Fig. 1: run 1, the metal 1 layer
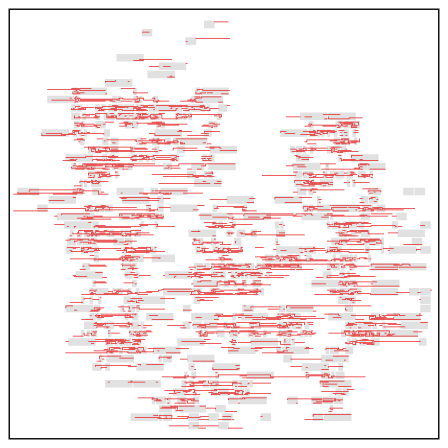
Fig. 2: run 1, metal 2
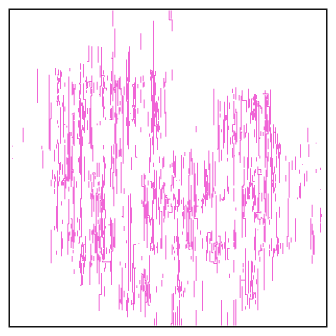
Fig. 3: run 1, met3 routing
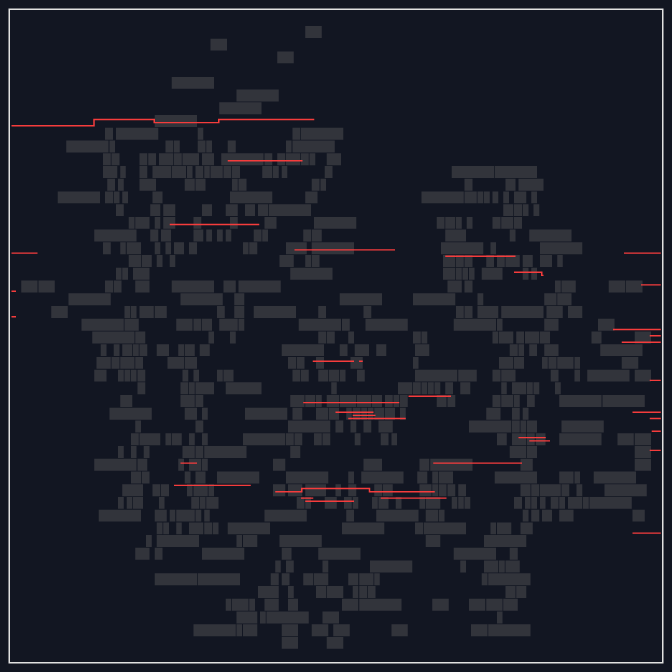
--- config.mk ---
export PLATFORM = sky130hd
export DESIGN_NAME = vehicle_sensor_conditioner
export DESIGN_NICKNAME = d
export VERILOG_FILES = /design/src/rtl/vehicle_sensor_conditioner.sv
export SDC_FILE = /design/constraint.sdc
export NUM_CORES = 1
export LEC_CHECK = 0
export CAP_MARGIN = 20
export CORE_MARGIN = 2
export CORE_UTILIZATION = 25
export CTS_BUF_LIST = sky130_fd_sc_hd__clkbuf_4
export DETAILED_ROUTE_END_ITERATION = 8
export PLACE_DENSITY = 0.47
export SLEW_MARGIN = 40
export SYNTH_ARGS = -nofsm -noshare
export SYNTH_HDL_FRONTEND = slang
export SYNTH_SLANG_ARGS = --single-unit
--- constraint.sdc ---
create_clock -name clk -period 6.7 [get_ports clk]
set_input_delay 1.34 -clock clk [delete_from_list [all_inputs] [get_ports clk]]
set_output_delay 1.34 -clock clk [all_outputs]
set_load 0.01 [all_outputs]
--- src/rtl/vehicle_sensor_conditioner.sv ---
// vehicle_sensor_conditioner
// Turns two raw loop-detector levels (streets A and B) into clean, registered
// demand requests for the traffic-light controller. Each channel synchronizes
// its detector and debounces level changes. It holds demand for a while after
// a vehicle leaves, flags a detector that stays on for too long, and counts
// vehicle arrivals.
//
// Ports
//   clk                  system clock, rising edge
//   reset                asynchronous active-low reset
//   det_a_raw, det_b_raw raw detector levels (asynchronous to clk)
//   cnt_clr              synchronous clear of both arrival counters
//   Sa, Sb               conditioned demand outputs (registered)
//   fault_a, fault_b     stuck-detector flags (registered)
//   count_a, count_b     saturating 8-bit arrival counters (registered)
//   state_a, state_b     current channel FSM state, for debug/observation

module vsc_channel #(
    parameter int DEB_CYCLES   = 4,
    parameter int HOLD_CYCLES  = 8,
    parameter int STUCK_CYCLES = 1024
) (
    input  logic       clk,
    input  logic       reset,
    input  logic       det_raw,
    input  logic       cnt_clr,
    output logic       s,
    output logic       fault,
    output logic [7:0] count,
    output logic [2:0] state_dbg
);

    typedef enum logic [2:0] {
        IDLE     = 3'd0,
        ON_QUAL  = 3'd1,
        PRESENT  = 3'd2,
        OFF_QUAL = 3'd3,
        HOLD     = 3'd4,
        FAULT    = 3'd5
    } state_t;

    localparam logic [7:0]  DEB_LAST   = 8'(DEB_CYCLES - 1);
    localparam logic [7:0]  HOLD_LAST  = 8'(HOLD_CYCLES);
    localparam logic [15:0] STUCK_LAST = 16'(STUCK_CYCLES);

    logic [1:0]  sync_q;
    logic        sync;
    state_t      state, next_state;
    logic [7:0]  qcnt, next_qcnt;
    logic [15:0] stuck, next_stuck, stuck_inc;
    logic        arrive;

    assign sync      = sync_q[1];
    assign stuck_inc = stuck + 16'd1;

    always_ff @(posedge clk or negedge reset) begin
        if (!reset) begin
            sync_q <= 2'b00;
            state  <= IDLE;
            qcnt   <= 8'd0;
            stuck  <= 16'd0;
        end else begin
            sync_q <= {sync_q[0], det_raw};
            state  <= next_state;
            qcnt   <= next_qcnt;
            stuck  <= next_stuck;
        end
    end

    // qcnt counts the current sample in the debounce windows (1 = first
    // sample), the hold cycles in HOLD, and the consecutive low samples
    // in FAULT (starting from 0).
    always_comb begin
        next_state = state;
        next_qcnt  = qcnt;
        next_stuck = stuck;
        arrive     = 1'b0;
        case (state)
            IDLE: begin
                if (sync) begin
                    next_state = ON_QUAL;
                    next_qcnt  = 8'd1;
                end
            end
            ON_QUAL: begin
                if (!sync) begin
                    next_state = IDLE;
                    next_qcnt  = 8'd0;
                end else if (qcnt == DEB_LAST) begin
                    next_state = PRESENT;
                    next_qcnt  = 8'd0;
                    next_stuck = 16'd0;
                    arrive     = 1'b1;
                end else begin
                    next_qcnt = qcnt + 8'd1;
                end
            end
            PRESENT: begin
                next_stuck = stuck_inc;
                if (stuck_inc == STUCK_LAST) begin
                    next_state = FAULT;
                    next_qcnt  = 8'd0;
                end else if (!sync) begin
                    next_state = OFF_QUAL;
                    next_qcnt  = 8'd1;
                end
            end
            OFF_QUAL: begin
                next_stuck = stuck_inc;
                if (stuck_inc == STUCK_LAST) begin
                    next_state = FAULT;
                    next_qcnt  = 8'd0;
                end else if (sync) begin
                    // Vehicle still there: resume PRESENT, stuck count carries on.
                    next_state = PRESENT;
                    next_qcnt  = 8'd0;
                end else if (qcnt == DEB_LAST) begin
                    next_state = HOLD;
                    next_qcnt  = 8'd1;
                end else begin
                    next_qcnt = qcnt + 8'd1;
                end
            end
            HOLD: begin
                if (sync) begin
                    next_state = PRESENT;
                    next_qcnt  = 8'd0;
                    next_stuck = 16'd0;
                end else if (qcnt == HOLD_LAST) begin
                    next_state = IDLE;
                    next_qcnt  = 8'd0;
                end else begin
                    next_qcnt = qcnt + 8'd1;
                end
            end
            FAULT: begin
                if (sync) begin
                    next_qcnt = 8'd0;
                end else if (qcnt == DEB_LAST) begin
                    next_state = IDLE;
                    next_qcnt  = 8'd0;
                end else begin
                    next_qcnt = qcnt + 8'd1;
                end
            end
            default: begin
                next_state = IDLE;
                next_qcnt  = 8'd0;
                next_stuck = 16'd0;
            end
        endcase
    end

    // Outputs are registered from the current state, so they trail the state
    // register by one edge. Demand is held in every state except IDLE and
    // ON_QUAL, which makes FAULT a fail-safe demand.
    always_ff @(posedge clk or negedge reset) begin
        if (!reset) begin
            s     <= 1'b0;
            fault <= 1'b0;
            count <= 8'd0;
        end else begin
            s     <= (state != IDLE) && (state != ON_QUAL);
            fault <= (state == FAULT);
            if (cnt_clr)
                count <= 8'd0;
            else if (arrive && (count != 8'hFF))
                count <= count + 8'd1;
        end
    end

    assign state_dbg = state;

endmodule

module vehicle_sensor_conditioner #(
    parameter int DEB_CYCLES   = 4,
    parameter int HOLD_CYCLES  = 8,
    parameter int STUCK_CYCLES = 1024
) (
    input  logic       clk,
    input  logic       reset,
    input  logic       det_a_raw,
    input  logic       det_b_raw,
    input  logic       cnt_clr,
    output logic       Sa,
    output logic       Sb,
    output logic       fault_a,
    output logic       fault_b,
    output logic [7:0] count_a,
    output logic [7:0] count_b,
    output logic [2:0] state_a,
    output logic [2:0] state_b
);

    vsc_channel #(
        .DEB_CYCLES  (DEB_CYCLES),
        .HOLD_CYCLES (HOLD_CYCLES),
        .STUCK_CYCLES(STUCK_CYCLES)
    ) u_chan_a (
        .clk      (clk),
        .reset    (reset),
        .det_raw  (det_a_raw),
        .cnt_clr  (cnt_clr),
        .s        (Sa),
        .fault    (fault_a),
        .count    (count_a),
        .state_dbg(state_a)
    );

    vsc_channel #(
        .DEB_CYCLES  (DEB_CYCLES),
        .HOLD_CYCLES (HOLD_CYCLES),
        .STUCK_CYCLES(STUCK_CYCLES)
    ) u_chan_b (
        .clk      (clk),
        .reset    (reset),
        .det_raw  (det_b_raw),
        .cnt_clr  (cnt_clr),
        .s        (Sb),
        .fault    (fault_b),
        .count    (count_b),
        .state_dbg(state_b)
    );

endmodule

==> run summary, run 1 <==
Implementation numbers.

- The vertical die dimension reported for this design is 139 um.
- The filler-free cell count of the finished design is a little under 800.
- The first-pass GRT wire length is between 15000 and 20000 um.
- The run finished with clean final reports.
- After synthesis the cells add up to approximately 4600 um^2.
- The total of buffers placed on input and output ports is 30.
- The die covers 19400 um^2.
- The post-cts gate resize count is 0.
- After global routing, the most crowded layer is met2.
- The data required time of the worst path is 5.36 ns.
- The primary flip-flop cell chosen by synthesis mapping is dfrtp_1.
- In this run the static leakage power is approximately 2.0 nW.
- The worst path uses 46.6% of the clock period.
- The shortest clock period the worst path allows after layout is around 3.1 ns.
- After synthesis, flip-flops and latches occupy 42.6% of the total area.
- The class of the most critical setup path is flip-flop to output port.
- met3 track demand over resource after global routing is roughly 3.4%.
- The row count is approximately 49.
- The count of nets left with antenna violations after detail routing is 0.
- The clock tree buffer depth is 2.
- Compared with the post-synthesis result, the final layout area differs by 13.4%.
Notes on Fig. 1 above:
- longest straight run: 29.9 um
- nets with wire on the layer: 536
- wire length on this layer: 5130 um
- main direction: horizontal

Notes on Fig. 2 above:
- wire length on this layer: 5280 um
- main direction: vertical
- longest straight run: 58.8 um
- share of all routed wire: 49%

Notes on Fig. 3 above:
- longest straight run: 21.2 um
- nets with wire on the layer: 26
- share of all routed wire: 3.4%

[run 1: worst paths after layout]
check | startpoint | end | slack (ns) | depth (start not counted)
hold / removal | u_chan_a.sync_q[0] | u_chan_a.sync_q[1] | 0.38 | 0
min in group asynchronous | reset | u_chan_a.count[2] | 0.76 | 1
max in group asynchronous | reset | u_chan_a.stuck[10] | 4.92 | 2
setup / recovery | u_chan_b.state_dbg[0] | state_b[0] | 3.58 | 1
hold reg to reg | u_chan_a.sync_q[0] | u_chan_a.sync_q[1] | 0.38 | 0
setup reg to reg | u_chan_a.stuck[7] | u_chan_a.qcnt[6] | 3.82 | 7
[run 1: sequential cells by signal, summed over array words and instances, names as in the netlist]
register            cells
u_chan_a.stuck         16
u_chan_b.stuck         16
u_chan_a.count          8
u_chan_a.qcnt           8
u_chan_b.count          8
u_chan_b.qcnt           8
u_chan_a.state_dbg      3
u_chan_b.state_dbg      3
u_chan_a.sync_q         2
u_chan_b.sync_q         2
u_chan_a.fault          1
u_chan_a.s              1
u_chan_b.fault          1
u_chan_b.s              1
[run 1: routing by layer]
metal  vias to the layer above  part of all wire (%)
met4                         0                   1.0
li1                       1962                     -
met5                         -                     0
met1                      1893                    47
met2                        56                    48
met3                         7                   3.4
[run 1: layout by cell type (no fill, tap or decap), types with 7 or more instances in the layout]
cell type,Yosys,final
nor3_1,15,15
xor2_1,16,16
o211ai_1,8,8
xnor2_1,13,13
nand2b_1,7,7
inv_1,20,20
a21oi_1,21,20
nor2_1,71,70
nor4_1,8,8
clkdlybuf4s50_1,0,29
nand3_1,27,27
nand2_1,67,67
o21ai_0,54,54
ha_1,8,8
clkbuf_4,0,9
nand4_1,12,12
dfrtp_1,78,78
[run 1: logic make-up (layout without fill, tap and decap cells)]
| kind of cell | after synthesis | count (layout) | share of synthesized area (%) |
|---|---|---|---|
| and+or+nand+nor | 246 | 246 | 26.1 |
| AOI/OAI and AO/OA | 130 | 130 | 17.7 |
| DFF | 78 | 78 | 42.6 |
| buffers and inverters | 47 | 68 | 4.24 |
| xor gates and xnor gates | 29 | 29 | 5.55 |
| adders and majority gates | 9 | 9 | 2.41 |
| muxes | 6 | 6 | 1.37 |
[run 1: stage by stage]
stage          area [um^2]  power (mW)  utilization, %  hold slack, ns  setup WS (ns)
2_1_floorplan         4580       0.944               -           0.331           4.10
3_3_place_gp          5060        1.09            28.2           0.347           3.90
3_5_place_dp          5060        1.10            28.2           0.335           3.86
4_1_cts               5190        1.38            28.9           0.390           3.52
5_1_grt               5190        1.48            28.9           0.409           3.46
6_report              5190        1.36            28.9           0.380           3.58
[run 1: power by group through the flow]
stage	registers [mW]	clock network (mW)	logic (mW)
final	0.621	0.273	0.466
after global routing	0.636	0.309	0.531
after CTS	0.621	0.292	0.471
after detailed placement	0.630	0	0.469
after global placement	0.628	0	0.460
after floorplan	0.590	0	0.354
[run 1: area by class of cell]
| cell class | instances | area, um^2 |
|---|---|---|
| clock buffers | 9 | 67.6 |
| flip-flops and latches | 78 | 1950 |
| fillers | 1922 | 12800 |
| multi-input cells | 420 | 2440 |
| well taps | 229 | 287 |
| inverters | 20 | 75.1 |
| clock inverters | 7 | 57.6 |
| repair buffers | 32 | 313 |
==> inputs of run 2 (changes only) <==
--- a/config.mk
+++ b/config.mk
@@ -10,7 +10,7 @@
 export CORE_UTILIZATION = 25
 export CTS_BUF_LIST = sky130_fd_sc_hd__clkbuf_4
 export DETAILED_ROUTE_END_ITERATION = 8
-export PLACE_DENSITY = 0.47
+export PLACE_DENSITY = 0.49
 export SLEW_MARGIN = 40
 export SYNTH_ARGS = -nofsm -noshare
 export SYNTH_HDL_FRONTEND = slang
==> constraint.sdc (replaced) <==
create_clock -name clk -period 2.52 [get_ports clk]
set_input_delay 0.504 -clock clk [delete_from_list [all_inputs] [get_ports clk]]
set_output_delay 0.504 -clock clk [all_outputs]
set_load 0.01 [all_outputs]
==> run summary, run 2 <==
Implementation numbers.

- The final worst setup slack is approximately 0.055 ns.
- The met3 routed wirelength is roughly 300 um.
- The run finished with clean final reports.
- The script extracted a total leakage power of 2.36 nW.
- The layout report lists the combined flip-flop and latch area as between 1500 and 2000 um^2.
- The pre-CTS setup check shows a worst slack of -0.168 ns.
- The number of fillers in the final layout is roughly 1900.
- The critical path is of the flip-flop to flip-flop type.
- The highest routing layer actually used is met4.
- The most common cell after layout, fill and taps aside is dfrtp_1.
- Port buffering added 30 buffers.
- The DRC violation total after the first TritonRoute iteration is 188.
- The die is around 140 um tall.
- The layout-stage area growth over the synthesis result is 25.1%.
- The clock tree buffer depth is 2.
- The wire length the detailed router placed on met1 is roughly 5500 um.
- The number of storage elements in the synthesis netlist is a little under 80.
- The total number of vias is slightly above 4000.
- Wire segments on met2 add up to between 5000 and 6000 um in the final route.
- After synthesis, the netlist uses 60 different library cells.
- The Yosys chip area is ~4600 um^2.
- The first global-routing pass estimated 19700 um of wire.
- Row generation in the floorplan step produced slightly below 50 rows.
- The final hold slack is between 0.3 and 0.4 ns.
- The summed instance area of the synthesized netlist is 4580 um^2.
- By instance count, the leading cell after synthesis is dfrtp_1.
- The layout report lists the multi-input gate area as around 2500 um^2.
- The synthesis report lists the most area-consuming cells as dfrtp_1 (43%), o21ai_0 (5.9%), nor2_1 (5.8%).
- The registers reported with the highest flop counts are u_chan_a.stuck (16), u_chan_b.stuck (16).
- The data required time of the worst path is 2.87 ns.
- The headroom to the max-slew limit is about 52%.
- In the synthesized netlist the dominant register cell turns out to be dfrtp_1.
- The count of nets left with antenna violations after detail routing is 0.
- The area of the die is 19400 um^2.
- Ranking logic cells in the layout by count gives the top entries dfrtp_1 (78), nor2_1 (69), nand2_1 (66), o21ai_0 (53), buf_4 (51).
==> run 2: cell counts after synthesis <==
Identical to the previous run, type by type.
==> run 2: worst paths after layout <==
kind | from | to | slack (ns) | cells past startpoint
max | u_chan_a.qcnt[7] | u_chan_a.qcnt[7] | 0.05 | 6
max in group asynchronous | reset | u_chan_b.qcnt[6] | 1.39 | 3
min reg2reg | u_chan_b.sync_q[0] | u_chan_b.sync_q[1] | 0.37 | 0
max reg2reg | u_chan_a.qcnt[7] | u_chan_a.qcnt[7] | 0.05 | 6
min in group asynchronous | reset | u_chan_a.count[2] | 0.55 | 2
min | u_chan_b.sync_q[0] | u_chan_b.sync_q[1] | 0.37 | 0
==> run 2: critical path, delay by kind of cell (launching register included) <==
| family | cells | cell delay [ns] |
|---|---|---|
| AND/OR/NAND/NOR | 3 | 1.51 |
| AND-OR/OR-AND | 3 | 0.46 |
| flip-flops | 1 | 0.40 |
==> run 2: kinds of logic after synthesis <==
kind of cell,after synthesis,share of synthesized area (%)
AOI/OAI and AO/OA,130,17.7
DFF,78,42.6
xor gates and xnor gates,29,5.55
and+or+nand+nor,246,26.1
muxes,6,1.37
buffers and inverters,47,4.24
adders and majority gates,9,2.41
==> run 2: per-stage QoR <==
step                      utilization [%]  cells  total power [mW]  instance area, um^2
after floorplan                         -    545              2.51                 4590
after global placement               30.1    822              3.10                 5410
after detailed placement             30.1    822              3.12                 5410
after CTS                            31.2    841              4.03                 5610
after global routing                 31.9    847              4.36                 5730
final                                31.9    847              4.04                 5730
==> run 2: where the power goes <==
group	internal (mW)	total [mW]	switching, mW	leakage (nW)
Combinational	0.712	1.62	0.913	1.22
Clock	0.395	0.866	0.471	0.0794
Sequential	1.40	1.55	0.150	1.05
==> run 2: layout make-up <==
type	instances	share of cell area, %
clock buffers	9	1.18
inverters	20	1.31
repair buffers	84	12.8
multi-input cells	420	44.1
clock inverters	7	1.55
flip-flops and latches	78	34.1
well taps	229	5.00
==> run 2: timing repair <==
action	CTS	global route
gates resized	3	17
hold buffers	1	0
endpoints found under the hold margin	19	0
cloned	0	0
buffers inserted	2	6
pin swaps	4	7
endpoints found under the setup margin	28	24
==> run 2: layer usage <==
metal / up-vias / GRT usage [%]
li1: 2069 / -
met1: 2005 / 15.9
met2: 41 / 20.0
met3: 8 / 2.79
met4: 0 / 3.51
met5: - / 0
Fig. 4: run 2, the metal 1 layer
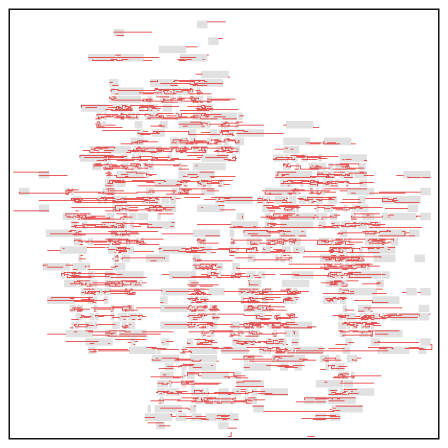
- wire length on this layer: 5500 um
- longest straight run: 33.6 um

Fig. 5: run 2, routing congestion map
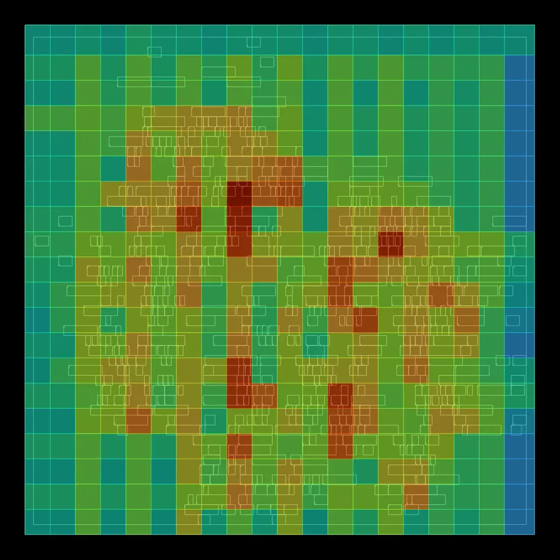
global-route met1 utilization: 15.9%
routed wirelength normalized by instance count: 13.5 um
global-route usage over all layers: 12.1%

==> inputs of run 3 (changes only) <==
--- a/config.mk
+++ b/config.mk
@@ -10,7 +10,8 @@
 export CORE_UTILIZATION = 25
 export CTS_BUF_LIST = sky130_fd_sc_hd__clkbuf_4
 export DETAILED_ROUTE_END_ITERATION = 8
-export PLACE_DENSITY = 0.49
+export DONT_BUFFER_PORTS = 1
+export PLACE_DENSITY = 0.47
 export SLEW_MARGIN = 40
 export SYNTH_ARGS = -nofsm -noshare
 export SYNTH_HDL_FRONTEND = slang
==> run summary, run 3 <==
Implementation numbers.

- The kind of cell with the highest combined delay on the critical path is simple AND/OR/NAND/NOR gates.
- The row count is 49.
- The placed instances occupy a cell area of slightly above 5000 um^2.
- In this run, the number of DRC markers left after iteration 0 of detailed routing was 243.
- The leakage power summed over all cells is between 2 and 2.5 nW.
- The number of storage elements in the synthesis netlist is 78.
- The aoi/oai-family share of the synthesized area is between 10% and 20%.
- The area fraction in and, or, nand and nor cells after synthesis is 26.1%.
- The final worst setup slack is 0.0859 ns.
- The clock tree buffer depth is 2.
- After routing the design area is about 5500 um^2.
- The instance count on the critical path is 6.
- The flow ran to the end, and the final reports show no timing, DRC or antenna violations.
- The post-place setup slack is -0.114 ns.
- For this run, the share of the core covered by cells in the final layout is a little under a third.
- The main area contributors are dfrtp_1 (43%), o21ai_0 (5.9%), nor2_1 (5.8%).
- The area of the die is around 19000 um^2.
- In this run the remaining antenna-violating nets after routing total 0.
- The routed wirelength on the met1 layer is recorded as between 5000 and 6000 um.
- The vertical die dimension is 139 um.
- Yosys mapped the design onto roughly 60 distinct sky130hd cell types.
- The cell area that synthesis handed to floorplanning was 4580 um^2.
- The shortest clock period the worst path allows after layout is ~2.4 ns.
- The routed length per placed instance is between 10 and 15 um.
[run 3: cell counts after synthesis]
Identical to the previous run, type by type.
[run 3: layer usage]
layer  track usage (%)  vias to the layer above
li1                  -                     2018
met1              15.5                     1980
met2              19.9                       63
met3              2.79                       11
met4              4.94                        0
met5                 0                        -
[run 3: kinds of logic (layout without fill, tap and decap cells)]
| logic type | Yosys count | after routing |
|---|---|---|
| AND/OR/NAND/NOR | 246 | 246 |
| AND-OR/OR-AND | 130 | 130 |
| flip-flops | 78 | 78 |
| buffers and inverters | 47 | 98 |
| XOR/XNOR | 29 | 29 |
| adder cells (fa/ha/maj) | 9 | 9 |
| multiplexers | 6 | 6 |
[run 3: worst register-to-register path: stages, from the launching register on]
cell and delay [ns]:
dfrtp_1 0.41, or4_4 0.54, or3_4 0.36, nor4_4 0.36, nand4_2 0.20, or3_1 0.35, a21oi_1 0.14
[run 3: layout make-up]
type | count | area (um^2) | area share [%]
clock inverter | 7 | 113 | 2.05
inverter | 20 | 75.1 | 1.37
timing repair buffer | 62 | 488 | 8.90
multi-input combinational | 420 | 2500 | 45.6
clock buffer | 9 | 67.6 | 1.23
tap | 229 | 287 | 5.23
sequential | 78 | 1950 | 35.6
[run 3: power by group]
group	leakage, nW	switching [mW]	total [mW]	internal, mW
Sequential	1.05	0.180	1.58	1.40
Clock	0.0973	0.494	0.991	0.497
Combinational	1.15	0.846	1.45	0.605
[run 3: final timing paths]
path / start / to / slack, ns
min in group asynchronous: reset / u_chan_a.state_dbg[0] / 0.56
max reg2reg: u_chan_b.qcnt[4] / u_chan_b.count[7] / 0.09
min reg2reg: u_chan_a.sync_q[0] / u_chan_a.sync_q[1] / 0.36
max in group asynchronous: reset / u_chan_a.stuck[10] / 1.59
min: det_a_raw / u_chan_a.sync_q[0] / 0.05
max: u_chan_b.qcnt[4] / u_chan_b.count[7] / 0.09
[run 3: repair_timing]
action / in CTS / in global routing
hold buffers: 2 / 0
pin swaps: 3 / 7
buffers inserted: 1 / 7
setup endpoints to repair: 12 / 26
endpoints found under the hold margin: 78 / 0
gates resized: 2 / 16
Fig. 6: run 3, register map, names as in the netlist
Bar = 50 um. Other sequential cells in the stronger grey, the rest of the logic in the fainter grey.
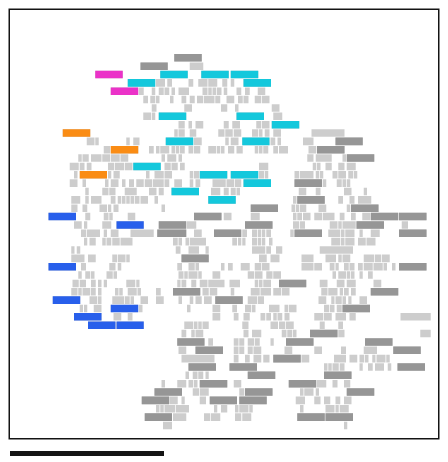
- blue: u_chan_b.qcnt (flops 8)
- orange: u_chan_b.state_dbg (flops 3)
- magenta: u_chan_b.sync_q (flops 2)
- cyan: u_chan_b.stuck (flops 16)
- not coloured: 49

Fig. 7: run 3, the metal 1 layer
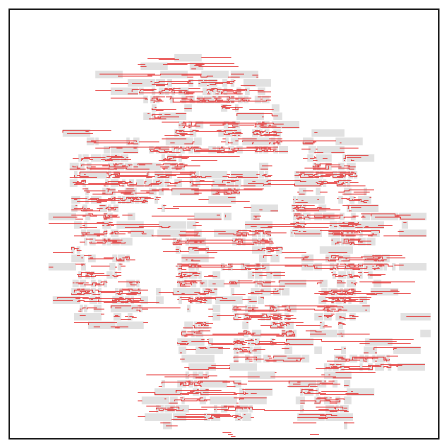
- nets with wire on the layer: 557
- longest straight run: 30.4 um
- share of all routed wire: 47%
- wire length on this layer: 5380 um
- main direction: horizontal

Power figures rest on the tool's default switching activity, not on a simulated workload.
